$ cat src/rtl/wb_port_arbiter.sv
// Register-file write-port arbiter: pipeline WB writes win, MDU results queue in a
// small FIFO and drain on idle WB cycles or on a forced one-cycle stall.
module wb_port_arbiter #(
  parameter int DEPTH      = 4,
  parameter int STARVE_MAX = 4
) (
  input  logic                       clk,
  input  logic                       clrn,
  input  logic                       wb_wreg,
  input  logic [4:0]                 wb_wn,
  input  logic [31:0]                wb_d,
  input  logic                       mdu_valid,
  input  logic [4:0]                 mdu_wn,
  input  logic [31:0]                mdu_d,
  output logic                       mdu_ready,
  output logic                       rf_we,
  output logic [4:0]                 rf_wn,
  output logic [31:0]                rf_d,
  output logic                       stall_req,
  input  logic [4:0]                 qa_n,
  input  logic [4:0]                 qb_n,
  output logic                       pend_a,
  output logic                       pend_b,
  output logic [$clog2(DEPTH+1)-1:0] fifo_cnt
);

  localparam int AW = $clog2(DEPTH);
  localparam int CW = $clog2(DEPTH+1);
  localparam int SW = $clog2(STARVE_MAX+1);
  localparam logic [SW-1:0] STARVE_LIM = SW'(STARVE_MAX-1);

  logic [4:0]       r_wn [DEPTH];
  logic [31:0]      r_d  [DEPTH];
  logic [DEPTH-1:0] r_vld;
  logic [AW-1:0]    r_wr_ptr;
  logic [AW-1:0]    r_rd_ptr;
  logic [CW-1:0]    r_cnt;
  logic [SW-1:0]    r_starve;
  logic             r_stall;

  logic             w_empty;
  logic             w_wb_req;
  logic             w_ready;
  logic             w_pop;
  logic             w_grant_wb;
  logic             w_push;
  logic [DEPTH-1:0] w_hit_a;
  logic [DEPTH-1:0] w_hit_b;

  assign w_empty    = (r_cnt == '0);
  assign w_wb_req   = wb_wreg && (wb_wn != 5'd0);
  assign w_ready    = clrn && (r_cnt < CW'(DEPTH));
  // A pending forced stall overrides the pipeline; otherwise the FIFO only fills idle slots.
  assign w_pop      = clrn && !w_empty && (r_stall || !w_wb_req);
  assign w_grant_wb = clrn && w_wb_req && !(r_stall && !w_empty);
  // Results aimed at r0 complete the handshake but are never stored.
  assign w_push     = mdu_valid && w_ready && (mdu_wn != 5'd0);

  assign mdu_ready = w_ready;
  assign rf_we     = w_pop || w_grant_wb;
  assign rf_wn     = w_pop ? r_wn[r_rd_ptr] : (w_grant_wb ? wb_wn : 5'd0);
  assign rf_d      = w_pop ? r_d[r_rd_ptr]  : (w_grant_wb ? wb_d  : 32'd0);
  assign stall_req = r_stall;
  assign fifo_cnt  = r_cnt;

  for (genvar gi = 0; gi < DEPTH; gi++) begin : g_pend
    assign w_hit_a[gi] = r_vld[gi] && (r_wn[gi] == qa_n);
    assign w_hit_b[gi] = r_vld[gi] && (r_wn[gi] == qb_n);
  end

  assign pend_a = clrn && (qa_n != 5'd0) && (|w_hit_a);
  assign pend_b = clrn && (qb_n != 5'd0) && (|w_hit_b);

  always_ff @(posedge clk) begin
    if (w_push) begin
      r_wn[r_wr_ptr] <= mdu_wn;
      r_d[r_wr_ptr]  <= mdu_d;
    end
  end

  always_ff @(posedge clk) begin
    if (!clrn) begin
      r_vld    <= '0;
      r_wr_ptr <= '0;
      r_rd_ptr <= '0;
      r_cnt    <= '0;
      r_starve <= '0;
      r_stall  <= 1'b0;
    end else begin
      // Push and pop never hit the same slot: that needs an empty or full FIFO.
      if (w_pop) begin
        r_vld[r_rd_ptr] <= 1'b0;
        r_rd_ptr        <= r_rd_ptr + AW'(1);
      end
      if (w_push) begin
        r_vld[r_wr_ptr] <= 1'b1;
        r_wr_ptr        <= r_wr_ptr + AW'(1);
      end
      case ({w_push, w_pop})
        2'b10:   r_cnt <= r_cnt + CW'(1);
        2'b01:   r_cnt <= r_cnt - CW'(1);
        default: r_cnt <= r_cnt;
      endcase
      r_starve <= (w_pop || w_empty) ? '0 : r_starve + SW'(1);
      r_stall  <= !w_empty && !w_pop && !r_stall && (r_starve == STARVE_LIM);
    end
  end

endmodule

$ cat config.mk
export PLATFORM = sky130hd
export DESIGN_NAME = wb_port_arbiter
export DESIGN_NICKNAME = d
export VERILOG_FILES = /design/src/rtl/wb_port_arbiter.sv
export SDC_FILE = /design/constraint.sdc
export NUM_CORES = 1
export LEC_CHECK = 0
export CORE_ASPECT_RATIO = 1.2
export CORE_MARGIN = 4
export CORE_UTILIZATION = 54
export CTS_BUF_LIST = sky130_fd_sc_hd__clkbuf_8
export DETAILED_ROUTE_END_ITERATION = 10
export PLACE_DENSITY = 0.88
export SLEW_MARGIN = 15
export SYNTH_ARGS = -nofsm -noshare
export SYNTH_HDL_FRONTEND = slang
export SYNTH_SLANG_ARGS = --single-unit
$ cat constraint.sdc
create_clock -name clk -period 3.4 [get_ports clk]
set_input_delay 0.51 -clock clk [delete_from_list [all_inputs] [get_ports clk]]
set_output_delay 0.51 -clock clk [all_outputs]
set_load 0.01 [all_outputs]
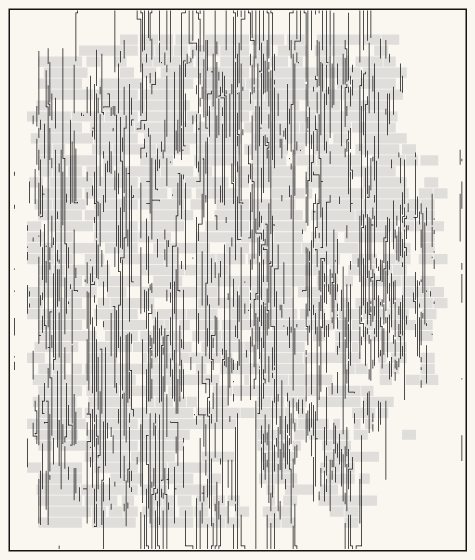
**Above:** metal 2.
Cells faint in the background.
main direction: vertical
nets with wire on the layer: 595
wire length on this layer: 8590 um
share of all routed wire: 55%

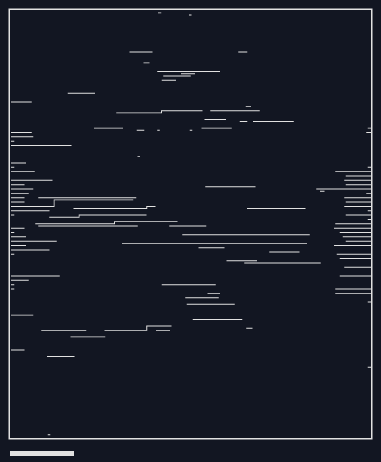
**Above:** signal wires on met3.
The bar under the picture is 20 um long.
share of all routed wire: 6.6%
main direction: horizontal
nets with wire on the layer: 89

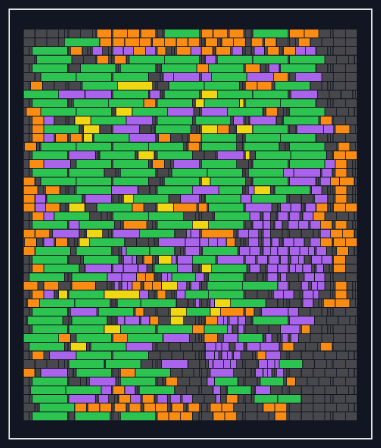
**Above:** placement by cell class.
Fill, decap, tap and diode cells in gray.
[sequential cells] green | cells: 165
[clock drivers and dummy loads] yellow | cells: 31
[remaining logic cells] purple | cells: 212
[remaining buffers and delay cells] orange | cells: 155

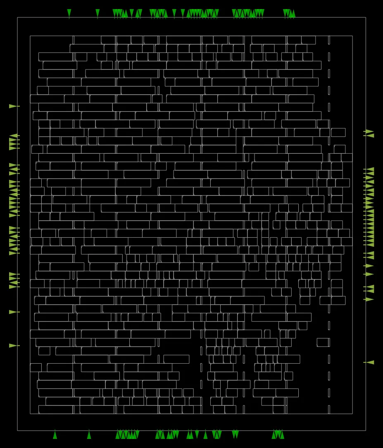
**Above:** placement view.
Tapcell Cnt: 164
core area: 12800 um^2
Seq/total area: 51.8%

==> results.sh <==
# flow metrics
export IMPL_synth_xor_area_share_pct=5.29
export IMPL_first_global_vias=4512
export IMPL_min_to="r_starve[0]"
export IMPL_seq_power_share_pct=53.6
export IMPL_synth_most_common_cell="edfxtp_1"
export IMPL_fin_nets=651
export IMPL_post_synth_cell_area_avg_um2=17.6
export IMPL_async_flop_share_pct=0
export IMPL_register_area_um2=4790
export IMPL_critPathLaunchType="primary input"
export IMPL_r2r_end="fifo_cnt[2]"
export IMPL_cp_num_cells=6
export IMPL_grt_max_degree=27
export IMPL_grt_ovfl_total=0
export IMPL_cts_sinks=165
export IMPL_ys_sh_simple_pct=3.62
export IMPL_antenna_found_initial=0
export IMPL_post_place_cells=689
export IMPL_final_max_slew_viol_count=0
export IMPL_post_cts_buffers=0
export IMPL_clock_skew_ns=0.0103
export IMPL_p_total_w=0.00433
export IMPL_warnings=33
export IMPL_syn_inst=404
export IMPL_top_logic_kind="multiplexers"
export IMPL_worstPathArrival_ns=2.81
export IMPL_routed_via_density=5.74
export IMPL_netlist_area_um2=7130
export IMPL_max_stage_delay_ns=0.60
export IMPL_lay_top_cells="edfxtp_1, clkdlybuf4s50_1, mux4_2, a22o_1, xor2_1"
export IMPL_power_frac_clock_pct=31.4
export IMPL_end_kind="output port"
export IMPL_path_max_fanout=19
export IMPL_final_fill_count=780
export IMPL_synthAoiAreaFrac_pct=7.22
export IMPL_drtIter0Drc=249
export IMPL_grt_use_met3_pct=5.60
export IMPL_grt_use_total_pct=21.6
export IMPL_cp_endpoint="rf_d[25]"
export IMPL_setup_violations=0
export IMPL_n_all_buffers=155
export IMPL_switching_share_pct=23.7
export IMPL_dpl_cell_area_um2=8680
export IMPL_p_seq_w=0.00232
export IMPL_cts_path_max_buffers=2
export IMPL_crit_chain="clkdlybuf4s50_1 -> or4_4 -> o211ai_4 -> a21oi_4 -> a22o_1 -> clkdlybuf4s50_1"
export IMPL_crit_slowest_cell="or4_4"
export IMPL_fp_dieH_um=134
export IMPL_cts_tree="built"
export IMPL_m1WireLength_um=5760
export IMPL_rows=45
export IMPL_r2r_slack_ns=0.94
export IMPL_min_delay_start="r_starve[0]"
export IMPL_status="complete, no violations"
export IMPL_clock_cell_area_share_pct=4.21
export IMPL_setup_slack_ns=0.0764
export IMPL_p_comb_share_pct=15.0
export IMPL_highest_layer="met4"
export IMPL_top_area_cell_class="registers"
export IMPL_fin_cells=727
export IMPL_numPortBuffers=132
export IMPL_cp_num_buf_inv=2
export IMPL_hold_path_class="reg2reg"
export IMPL_yosysTopAreaCellShare_pct=62.4
export IMPL_edf_count=148
export IMPL_nClkBuffers=17
export IMPL_area_growth_pct=29.6
export IMPL_grt_busiest_layer="met2"
export IMPL_dr_wl_met3_um=1040
export IMPL_numSynthFlops=165
export IMPL_reg2reg_from="stall_req"
export IMPL_io_pins=133
export IMPL_setup_tns_ns=0
export IMPL_synth_seq_share_pct=67.1
export IMPL_drv_cap=0
export IMPL_logic_gates=203
export IMPL_drt_wl_total_um=15700
export IMPL_rsz0062_at_grt="true"
export IMPL_p_int_w=0.00330
export IMPL_initial_core_util_pct=55.8
export IMPL_synthTopCellsByArea="edfxtp_1, mux4_2, dfxtp_1, a22o_1, xor2_1"
export IMPL_power_leader="sequential cells"
export IMPL_lay_top_count="edfxtp_1"
export IMPL_common_cells="edfxtp_1, a22o_1, mux4_2"
export IMPL_comb_area_share_pct=23.7
export IMPL_clk_latency_ns=0.44
export IMPL_fa_ha_area_share_pct=2.21
export IMPL_grt_pass1_wl_um=24400
export IMPL_ff_count=165
